<file path="config.mk">
export PLATFORM = sky130hd
export DESIGN_NAME = mem_arbiter
export DESIGN_NICKNAME = d
export VERILOG_FILES = /design/src/rtl/mem_arb_pkg.sv /design/src/rtl/mem_arb_timer.sv /design/src/rtl/mem_arbiter.sv
export SDC_FILE = /design/constraint.sdc
export NUM_CORES = 1
export LEC_CHECK = 0
export CORE_AREA = 4 4 78 80
export DETAILED_ROUTE_END_ITERATION = 16
export DIE_AREA = 0 0 82 84
export DONT_BUFFER_PORTS = 1
export GPL_ROUTABILITY_DRIVEN = 0
export PLACE_DENSITY_LB_ADDON = 0.05
export SETUP_SLACK_MARGIN = 0.05
export SYNTH_ARGS = -nofsm -noshare
export SYNTH_HDL_FRONTEND = slang
export SYNTH_SLANG_ARGS = --single-unit
</file>
<file path="constraint.sdc">
create_clock -name clk -period 2.61 [get_ports clk]
set_input_delay 0.783 -clock clk [delete_from_list [all_inputs] [get_ports clk]]
set_output_delay 0.783 -clock clk [all_outputs]
set_load 0.01 [all_outputs]
</file>
<file path="src/rtl/mem_arb_pkg.sv">
// Shared types and defaults for the two-master RAM bus arbiter.
package mem_arb_pkg;

    localparam logic [1:0] ST_IDLE    = 2'd0;
    localparam logic [1:0] ST_BUSY    = 2'd1;
    localparam logic [1:0] ST_RELEASE = 2'd2;

    typedef enum logic [1:0] {
        IDLE    = ST_IDLE,
        BUSY    = ST_BUSY,
        RELEASE = ST_RELEASE
    } state_t;

    localparam int unsigned ADDR_W_DEF   = 32;
    localparam int unsigned DATA_W_DEF   = 16;
    localparam logic [15:0] ERR_DATA_DEF = 16'hDEAD;

    // One-hot grant vector for a single-bit owner index.
    function automatic logic [1:0] owner_onehot(input logic owner);
        return owner ? 2'b10 : 2'b01;
    endfunction

endpackage

</file>
<file path="src/rtl/mem_arb_timer.sv">
// Saturating BUSY-cycle counter; expire_c flags the last permitted wait cycle.
module mem_arb_timer #(
    parameter int unsigned TIMEOUT = 64
) (
    input  logic clk,
    input  logic rst,
    input  logic clr,
    input  logic en,
    output logic expire_c
);

    localparam int unsigned CNT_W = (TIMEOUT > 2) ? $clog2(TIMEOUT) : 1;
    localparam logic [CNT_W-1:0] LAST = (TIMEOUT == 0) ? '0 : CNT_W'(TIMEOUT - 1);

    logic [CNT_W-1:0] count;

    always_ff @(posedge clk or posedge rst) begin
        if (rst) begin
            count <= '0;
        end else if (clr) begin
            count <= '0;
        end else if (en && (count != '1)) begin
            count <= count + CNT_W'(1);
        end
    end

    // A zero TIMEOUT disables the watchdog entirely.
    assign expire_c = (TIMEOUT != 0) && (count == LAST);

endmodule

</file>
<file path="src/rtl/mem_arbiter.sv">
// Round-robin arbiter giving the CPU (master 0) and a secondary master
// shared access to one RAM port, with a timeout watchdog and sticky error.
module mem_arbiter
    import mem_arb_pkg::*;
#(
    parameter int unsigned ADDR_W   = ADDR_W_DEF,
    parameter int unsigned DATA_W   = DATA_W_DEF,
    parameter int unsigned TIMEOUT  = 64,
    parameter logic [DATA_W-1:0] ERR_DATA = DATA_W'(ERR_DATA_DEF)
) (
    input  logic              clk,
    input  logic              rst,
    input  logic [ADDR_W-1:0] m0Addr,
    input  logic [DATA_W-1:0] m0Write,
    input  logic              m0RE,
    input  logic              m0WE,
    output logic [DATA_W-1:0] m0Read,
    output logic              m0Ready,
    input  logic [ADDR_W-1:0] m1Addr,
    input  logic [DATA_W-1:0] m1Write,
    input  logic              m1RE,
    input  logic              m1WE,
    output logic [DATA_W-1:0] m1Read,
    output logic              m1Ready,
    output logic [ADDR_W-1:0] memAddr,
    output logic [DATA_W-1:0] memWrite,
    output logic              memRE,
    output logic              memWE,
    input  logic [DATA_W-1:0] memRead,
    input  logic              memReady,
    output logic [1:0]        grant,
    output logic              timeoutErr,
    input  logic              clearErr
);

    state_t state;
    logic   owner;
    logic   last_grant;

    logic req0, req1;
    logic owner_re, owner_we, owner_req;
    logic busy, done, tmo_hit, expire_c;
    logic rdy;
    logic [DATA_W-1:0] rdata;

    assign req0      = m0RE | m0WE;
    assign req1      = m1RE | m1WE;
    assign owner_re  = owner ? m1RE : m0RE;
    assign owner_we  = owner ? m1WE : m0WE;
    assign owner_req = owner_re | owner_we;
    assign busy      = (state == BUSY);
    assign done      = busy & memReady;
    // Completion wins over timeout; a dropped request aborts silently.
    assign tmo_hit   = busy & ~memReady & owner_req & expire_c;

    mem_arb_timer #(
        .TIMEOUT (TIMEOUT)
    ) u_timer (
        .clk      (clk),
        .rst      (rst),
        .clr      (~busy),
        .en       (busy),
        .expire_c (expire_c)
    );

    // Arbitration state, round-robin history and sticky watchdog flag.
    always_ff @(posedge clk or posedge rst) begin
        if (rst) begin
            state      <= IDLE;
            owner      <= 1'b0;
            last_grant <= 1'b1;
            timeoutErr <= 1'b0;
        end else begin
            if (tmo_hit) begin
                timeoutErr <= 1'b1;
            end else if (clearErr) begin
                timeoutErr <= 1'b0;
            end

            case (state)
                IDLE: begin
                    if (req0 | req1) begin
                        state <= BUSY;
                        owner <= (req0 & req1) ? ~last_grant : req1;
                    end
                end
                BUSY: begin
                    if (done | tmo_hit) begin
                        state      <= RELEASE;
                        last_grant <= owner;
                    end else if (!owner_req) begin
                        state <= RELEASE;
                    end
                end
                RELEASE: state <= IDLE;
                default: state <= IDLE;
            endcase
        end
    end

    // Bus muxing is driven only while BUSY so reset drops strobes at once.
    always_comb begin
        memAddr  = '0;
        memWrite = '0;
        memRE    = 1'b0;
        memWE    = 1'b0;
        grant    = 2'b00;
        m0Ready  = 1'b0;
        m1Ready  = 1'b0;
        m0Read   = '0;
        m1Read   = '0;
        rdy      = done | tmo_hit;
        rdata    = done ? memRead : (tmo_hit ? ERR_DATA : '0);
        if (busy) begin
            memAddr  = owner ? m1Addr  : m0Addr;
            memWrite = owner ? m1Write : m0Write;
            memRE    = owner_re;
            memWE    = owner_we & ~owner_re;
            grant    = owner_onehot(owner);
            if (owner) begin
                m1Ready = rdy;
                m1Read  = rdata;
            end else begin
                m0Ready = rdy;
                m0Read  = rdata;
            end
        end
    end

endmodule

</file>
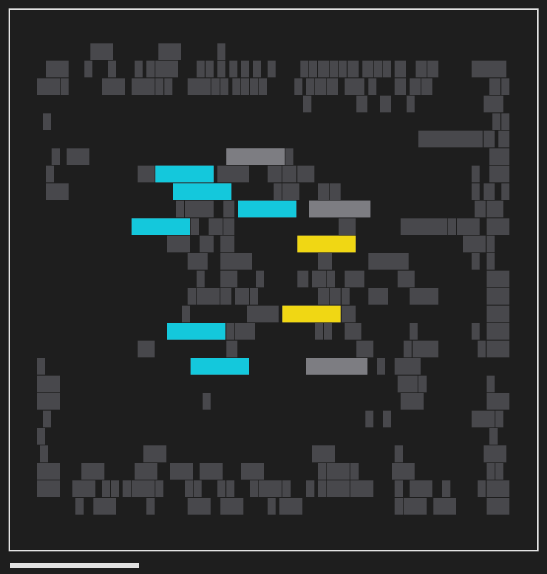
*Sequential cells coloured by netlist name, run 1*
Scale bar: 20 µm. Other sequential cells in the stronger grey, the rest of the logic in the fainter grey.
yellow -> `state`  # placed flops 2
cyan -> `u_timer.count`  # placed flops 6
not coloured = 3
Sequential cell area: 278 µm²
final cell utilization of the core: 0.326

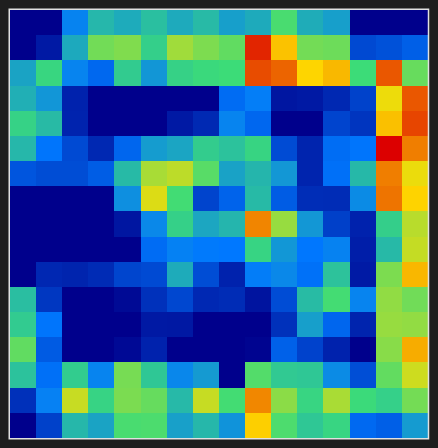
*Wiring heat map, run 1*
16 x 17 tiles, from dark blue (low) to red (high), scaled to the fullest tile. Values are wire area over tile area, all layers added.
emptiest ninth of the die = left middle
mean over tiles = 0.12
nearly empty tiles = 18%
tiles over half the peak = 23%
fullest tile = 0.38

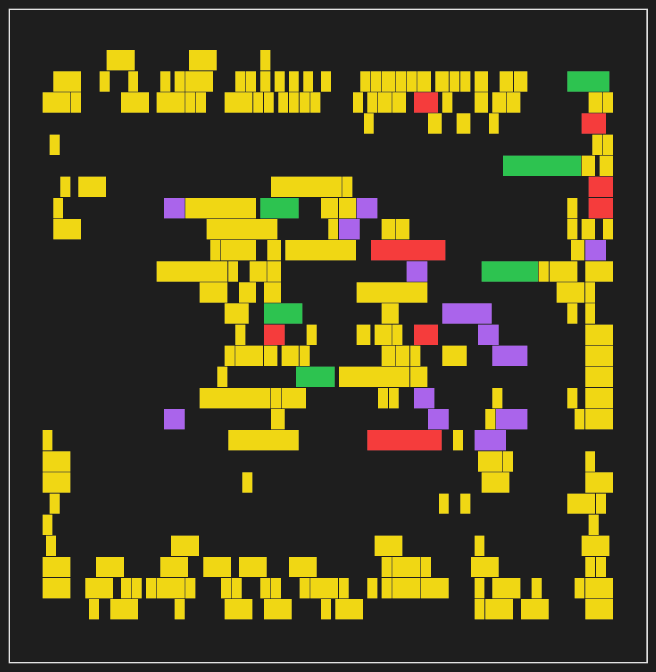
*Sizing map, run 1*
green -> _6 and larger  # cells 6
red -> _2 cells  # cells 8
purple -> _3 and _4 cells  # cells 13
yellow -> _0 and _1 cells  # cells 200

==> run summary, run 1 <==
Flow results.

- The run finished with clean final reports.
- Power spread over the standard cell area amounts to roughly 1000 nW/µm².
- The net count after synthesis is 351.
- For this run, global-route usage on met2 was measured as 0.261.
- The critical path capture point type is an output pin.
- The launch point of the worst path is m0RE.
- Counting flops with a built-in enable in the synthesized netlist gives 0.
- For reference, the most critical setup path is categorized as in -> out.
- The count of antenna-violating nets left after detailed routing is 0.
- The share of layout cells above drive strength 1 is 0.119.
- The synthesized netlist contains 29 unique library cells.
- The maximum number of pins on one net before global-route repair is 42.
- The die covers approximately 6900 µm².
- The first routing iteration left 47 violations.
- The most common flop cell mapped by yosys is sky130_fd_sc_hd__dfrtp_1.
- The worst path needs approximately 2.6 ns of the cycle, external delays included.
- Of the post-synthesis cell area, the dominant cell type holds 0.326.
- Among the non-sequential cells, multiplexers take the most area.
- The count of pins over their slew limit is 0.
- The floorplan step records an initial core utilization of 0.289.
- The area share of xor/xnor cells in the synthesized design is 0.00560.
- The synthesis area per yosys is approximately 1600 µm².
- The mapped netlist covers between 1500 and 2000 µm².
- For this design the static power due to leakage is 0.874 nW.
- The number of instances in the synthesized netlist is around 230.
- The biggest area contributor in the post-synthesis netlist is sky130_fd_sc_hd__mux2i_1.
==> run 1: worst max-delay path, cell delays in order <==
cell and delay, ns:
sky130_fd_sc_hd__or3_4 0.37, sky130_fd_sc_hd__and3b_4 0.21, sky130_fd_sc_hd__nand3_4 0.12, sky130_fd_sc_hd__buf_16 0.13, sky130_fd_sc_hd__buf_8 0.11, sky130_fd_sc_hd__a21oi_2 0.07
==> run 1: through the flow <==
step	std cells	util	setup WS (ns)
after floorplan	230	-	0.0505
after global placement	292	0.303	0.0208
after detailed placement	292	0.303	0.00161
after CTS	299	0.324	0.00630
after global routing	299	0.326	-0.00114
final	299	0.326	0.0310
==> run 1: repair_timing <==
action | in CTS | in global routing
buffers inserted | 2 | 0
gates resized | 8 | 4
hold buffers | 0 | 0
hold endpoints to repair | 0 | 0
cloned | 1 | 0
endpoints found under the setup margin | 22 | 23
==> run 1: flip-flops by register name, indices dropped and copies added, names as in the netlist <==
name and cells:
state 2, owner 1, last_grant 1, timeoutErr 1
u_timer.count 6
==> run 1: metal layers <==
metal | share of wire | routed length (µm)
met5 | 0 | 0
met4 | 0.0016 | 8
met3 | 0.084 | 428
met2 | 0.56 | 2880
met1 | 0.35 | 1790
==> run 1: worst min path at each step <==
stage / from / to / slack [ns] / cells after the start
2_1_floorplan: u_timer.count[3] / u_timer.count[3] / 0.46 / 1
3_3_place_gp: state[1] / state[0] / 0.48 / 1
3_5_place_dp: state[1] / state[0] / 0.49 / 1
4_1_cts: rst / u_timer.count[4] / 0.45 / 1
5_1_grt: rst / u_timer.count[0] / 0.47 / 1
6_report: rst / u_timer.count[4] / 0.43 / 1
==> run 1: power breakdown <==
group / internal [W] / switching, W
logic: 0.000453 / 0.000888
registers: 0.000225 / 0.0000461
clock network: 0.000107 / 0.0000601
total: 0.000785 / 0.000994
==> run 1: logic make-up (layout without fill, tap and decap cells) <==
group	after synthesis	after routing
simple gates	108	108
mux	51	51
compound gates	34	34
buf+inv	24	21
flops	11	11
fa+ha+maj	1	1
xor+xnor	1	1
==> run 1: cells in the mapped netlist, drive strengths merged (2+ instances only) <==
cell,number
nor2,73
and3,2
mux2i,51
nand2,20
a21oi,24
a31oi,3
nand3,2
inv,5
o21ai,4
dfrtp,10
nor3,2
nand2b,2
and3b,2
clkbuf,11
buf,8
==> run 1: cell type report <==
| cell class | count | area (µm²) |
|---|---|---|
| flip-flops and latches | 11 | 278 |
| clock buffers | 4 | 45.0 |
| inverters | 5 | 18.8 |
| fillers | 592 | 3640 |
| well taps | 72 | 90.1 |
| multi-input cells | 195 | 1200 |
| repair buffers | 12 | 130 |
==> run 2: changes to the inputs <==
- clock period: 2.61 -> 2.8 ns (I/O delays scaled with it)
==> run summary, run 2 <==
Flow results.

- The share of layout cells above drive strength 1 is 0.0682 (was 0.119).
- The most common flop cell mapped by yosys is sky130_fd_sc_hd__dfrtp_1 (unchanged).
- The worst setup skew after layout came to 0.00406 ns (was 0.000744 ns).
- The number of flip-flops in the largest register is 6 (unchanged).
- The cts-stage hold buffer count is 0 (unchanged).
- The detailed-route wire length per cell is 17.2 µm (was 17.1 µm).
- The count of flip-flops with a built-in enable after synthesis is 0 (unchanged).
- The leakage dissipation is 0.822 nW (was 0.874 nW).
- The number of diodes added for antenna fixing is 0 (unchanged).
- The net count after synthesis is 351 (unchanged).
- The class of the most critical setup path is in -> out (unchanged).
- The area share of the largest cell type after synthesis is 0.326 (unchanged).
- Leading registers by flop count: u_timer.count (6), state (2) (unchanged).
- The synthesis area per yosys is 1560 µm² (unchanged).
- The instance count after placement with tap cells included is 287 (was 292).
- The launch point of the worst path is m1RE (was m0RE).
- The final worst-path setup slack is 0.123 ns (was 0.0310 ns).
- The total die area is 6890 µm² (unchanged).
- The register containing the most flip-flops in the final layout was u_timer.count (unchanged).
- The cell type with the largest total area after synthesis was sky130_fd_sc_hd__mux2i_1 (unchanged).
- The pre-CTS setup slack is -0.0597 ns (was 0.00161 ns).
- The number of warnings in the stage logs came to 27 (was 28).
- In the finished design, the share of the clock period the worst path needs comes to 0.956.
- The number of placed I/O pins came to 207 (unchanged).
- The number of standard cells in the final layout excluding fillers came to 292 (was 299).
- The count of pins over their slew limit is 0 (unchanged).
- The combined area of all synthesized cells is 1560 µm² (unchanged).
- The count of antenna-violating nets left after detailed routing is 0 (unchanged).
- The worst path in the final design needs a cycle of approximately 2.7 ns, including I/O delays and setup.
- The DRC violation total after the first TritonRoute iteration was 63 (was 47).
- Result of the run: finished clean (unchanged).
- The number of instances in the synthesized netlist was 230 (unchanged).
- The power density of the placed cells came to 980 nW/µm² (was 1010 nW/µm²).
## run 2: cell counts after synthesis
Identical to the previous run, type by type.
## run 2: timing repair
| item | in CTS | in global routing |
|---|---|---|
| setup buffers | 0 | 0 |
| cloned | 1 | 0 |
| setup endpoints to repair | 22 | 27 |
| gates resized | 1 | 2 |
## run 2: worst paths after layout
| path | slack, ns | to |
|---|---|---|
| min in group clk | 0.50 | last_grant |
| min reg2reg | 0.50 | last_grant |
| max | 0.12 | m1Read[7] |
| max in group asynchronous | 1.98 | last_grant |
| max reg2reg | 1.24 | u_timer.count[1] |
| min | 0.48 | u_timer.count[5] |
## run 2: layout make-up
| type | count | area, µm² |
|---|---|---|
| fillers | 593 | 3730 |
| inverters | 5 | 18.8 |
| multi-input cells | 196 | 1200 |
| well taps | 72 | 90.1 |
| flip-flops and latches | 11 | 278 |
| clock buffers | 4 | 45.0 |
| repair buffers | 4 | 42.5 |
## run 2: cell families (layout without fill, tap and decap cells)
kind of cell | Yosys count | in the layout | synth area share
adder cells (fa/ha/maj) | 1 | 1 | 0.00800
flip-flops | 11 | 11 | 0.177
buffers and inverters | 24 | 13 | 0.0760
AND-OR/OR-AND | 34 | 34 | 0.117
multiplexers | 51 | 51 | 0.326
AND/OR/NAND/NOR | 108 | 109 | 0.290
XOR/XNOR | 1 | 1 | 0.00560
## run 2: where the power goes
group | switching (W) | internal, W
registers | 0.0000408 | 0.000210
logic | 0.000818 | 0.000408
clock network | 0.0000618 | 0.000100
## run 2: worst max-delay path: stages
cell and delay [ns]:
sky130_fd_sc_hd__or3b_2 0.47, sky130_fd_sc_hd__and3b_4 0.23, sky130_fd_sc_hd__nand3_4 0.16, sky130_fd_sc_hd__a21oi_1 0.14
## run 2: through the flow
stage | total power (W) | hold slack, ns
after floorplan | 0.00132 | 0.457
after CTS | 0.00167 | 0.500
after global placement | 0.00148 | 0.488
after detailed placement | 0.00150 | 0.497
final | 0.00164 | 0.483
after global routing | 0.00180 | 0.527
## run 2: metal layers
layer / part of all wire / wire, µm / global-route usage
met2: 0.56 / 2820 / 0.277
met1: 0.34 / 1710 / 0.121
met3: 0.091 / 454 / 0.0313
met5: 0 / 0 / 0
met4: 0.0054 / 27 / 0.0181
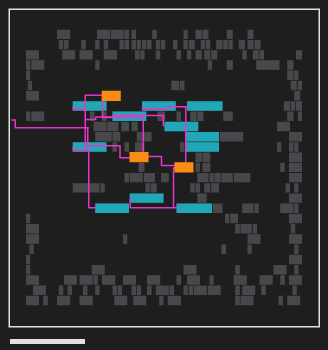
*Clock wires, drivers and flops, run 2*
Scale bar: 20 µm.
orange -> clock drivers  # count 3
magenta -> clock wires  # length 212 µm
cyan -> flip-flops  # count 11
routed clock nets = 4

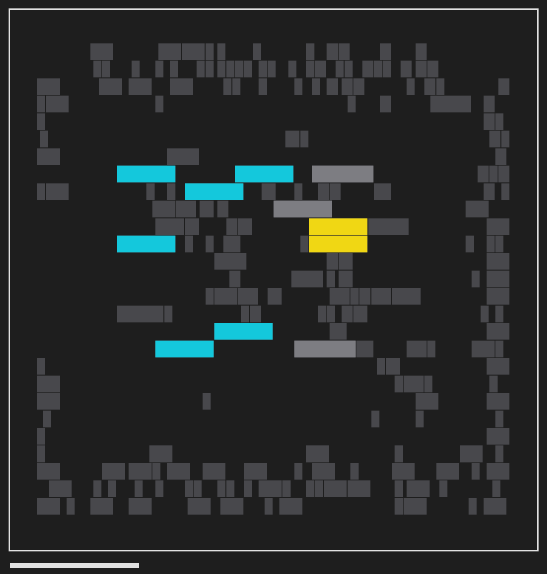
*Sequential cells coloured by netlist name, run 2*
Scale bar: 20 µm. Other sequential cells in the stronger grey, the rest of the logic in the fainter grey.
yellow -> `state`  # placed flops 2
cyan -> `u_timer.count`  # placed flops 6
not coloured = 3
final cell utilization of the core: 0.309
flop share of the area: 0.166
Sequential Power: 0.000251 W

==> run 3: changes to the inputs <==
- ABC_CLOCK_PERIOD_IN_PS: not set -> 2800
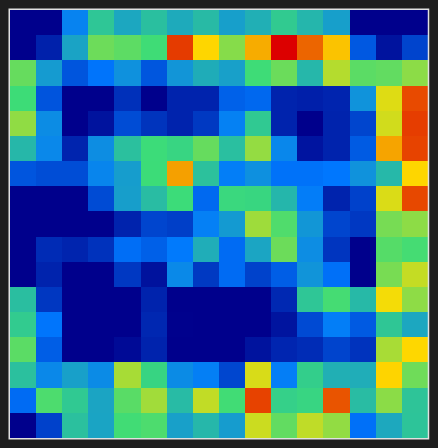
*Wiring heat map, run 3*
16 x 17 tiles, from dark blue (low) to red (high), scaled to the fullest tile. Values are wire area over tile area, all layers added.
densest ninth of the die = bottom right
nearly empty tiles = 16%
tiles over half the peak = 24%
mean over tiles = 0.12
emptiest ninth of the die = left middle
fullest tile = 0.38

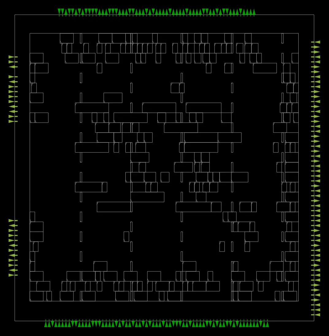
*Placement view, run 3*
fillcell total: 593
post-route insts no fill: 292
std cell rows: 27

==> run summary, run 3 <==
Flow results.

- The net count after synthesis is 351 (unchanged).
- The share of layout cells above drive strength 1 came to 0.0682 (unchanged).
- The part of the power in the clock network was 0.099 (about the same).
- The effective utilization at floorplan was 0.289 (unchanged).
- The power dissipated by switching net loads is 0.000920 W (unchanged).
- The number of flip-flops in the largest register is 6 (unchanged).
- Most used standard cells in the synthesized netlist: sky130_fd_sc_hd__nor2_1, sky130_fd_sc_hd__mux2i_1, sky130_fd_sc_hd__a21oi_1 (unchanged).
- The total die area is 6890 µm² (unchanged).
- The multi-input logic area is 1200 µm² (unchanged).
- The highest metal layer with signal wires is met4 (unchanged).
- The slowest library cell on the worst path is sky130_fd_sc_hd__or3b_2 (unchanged).
- The length of routed wiring on met1 is 1.71 mm (unchanged).
- The area of all sequential standard cells is 278 µm² (unchanged).
- The critical path capture point type is an output pin (unchanged).
- The met2 wirelength from detailed routing is 2.82 mm (unchanged).
- The ratio of final minimum period to clock period is 0.956 (unchanged).
- The register-to-register setup slack is 1.24 ns (about the same).
- The area share of the largest cell type after synthesis was 0.326 (unchanged).
- The launch point of the worst path is m1RE (unchanged).
- The internal power consumption was 0.000719 W (unchanged).
- The detailed-route wire length per cell is 17.2 µm (unchanged).
- The most common flop cell mapped by yosys is sky130_fd_sc_hd__dfrtp_1 (unchanged).
- The instance count after placement with tap cells included is 287 (unchanged).
- The final total power is 0.00164 W (unchanged).
- The maximum number of pins on one net before global-route repair is 42 (unchanged).
- The portion of total power attributed to combinational logic came to 0.748 (about the same).
- Leading registers by flop count: u_timer.count (6), state (2) (unchanged).
- The class of the most critical setup path is in -> out (unchanged).
- The DRC violation total after the first TritonRoute iteration is 63 (unchanged).
- The count of antenna-violating nets left after detailed routing was 0 (unchanged).
- The minimum period implied by the final worst setup slack is 2.68 ns (unchanged).
- The power density of the placed cells is 980 nW/µm² (unchanged).
- The count of pins over their slew limit is 0 (unchanged).
- Result of the run: finished clean (unchanged).
- The leading cell type by number of instances after synthesis is sky130_fd_sc_hd__nor2_1 (unchanged).
- The combined area of all synthesized cells was 1560 µm² (unchanged).
- The fraction of power spent switching nets is 0.562 (unchanged).
- The count of flip-flops with a built-in enable after synthesis came to 0 (unchanged).
- The number of instances in the synthesized netlist is 230 (unchanged).
- The portion of total power attributed to sequential cells is 0.153 (about the same).
- The synthesis area per yosys is 1560 µm² (unchanged).
- The number of buffers between clock root and the deepest sink is 2 (unchanged).
- The cell type with the largest total area after synthesis is sky130_fd_sc_hd__mux2i_1 (unchanged).
- The total setup buffers inserted after CTS is 0 (unchanged).
- The post-layout utilization of the core was 0.309 (unchanged).
- The number of warnings in the stage logs is 27 (unchanged).
run 3: cell counts after synthesis:
No cell type changed its count.
run 3: final timing paths:
check | to
worst min-delay path | u_timer.count[5]
min in group clk | last_grant
max in group asynchronous | last_grant
worst max-delay path | m1Read[7]
worst max register to register | u_timer.count[1]
worst min register to register | last_grant
run 3: through the flow:
step / worst slack [ns] / hold slack (ns)
after detailed placement: -0.0597 / 0.497
after global placement: -0.0297 / 0.488
after CTS: 0.0749 / 0.500
final: 0.123 / 0.483
after floorplan: 0.126 / 0.457
after global routing: -0.0233 / 0.527
run 3: final cells by class:
cell class              count  area share
multi-input cells         196       0.716
clock buffers               4      0.0269
well taps                  72      0.0539
inverters                   5      0.0112
flip-flops and latches     11       0.166
repair buffers              4      0.0254
run 3: critical path, delay by kind of cell:
family          cells  cell delay (ns)
simple gates        3             0.86
compound gates      1             0.14
run 3: what timing repair did:
action / CTS / global route
resized: 1 / 2
endpoints found under the hold margin: 0 / 0
hold buffers: 0 / 0
endpoints found under the setup margin: 22 / 27
cloned: 1 / 0
run 3: kinds of logic (layout without fill, tap and decap cells):
| group | Yosys count | count (layout) | share of synthesized area |
|---|---|---|---|
| and+or+nand+nor | 108 | 109 | 0.290 |
| muxes | 51 | 51 | 0.326 |
| adders and majority gates | 1 | 1 | 0.00800 |
| AOI/OAI and AO/OA | 34 | 34 | 0.117 |
| DFF | 11 | 11 | 0.177 |
| xor gates and xnor gates | 1 | 1 | 0.00560 |
| buffers and inverters | 24 | 13 | 0.0760 |
run 3: per-layer routing:
layer,vias to the layer above,track usage
met4,0,0.0181
met2,91,0.277
li1,766,-
met5,-,0
met1,709,0.121
met3,6,0.0313
run 3: power by group through the flow:
stage	clock network, W	registers, W	logic, W
floorplan	0	0.000237	0.00109
global placement	0	0.000253	0.00122
detailed placement	0	0.000254	0.00125
CTS	0.000171	0.000252	0.00125
global route	0.000176	0.000259	0.00137
finish	0.000162	0.000251	0.00123
Power and IR drop assume default switching activity.
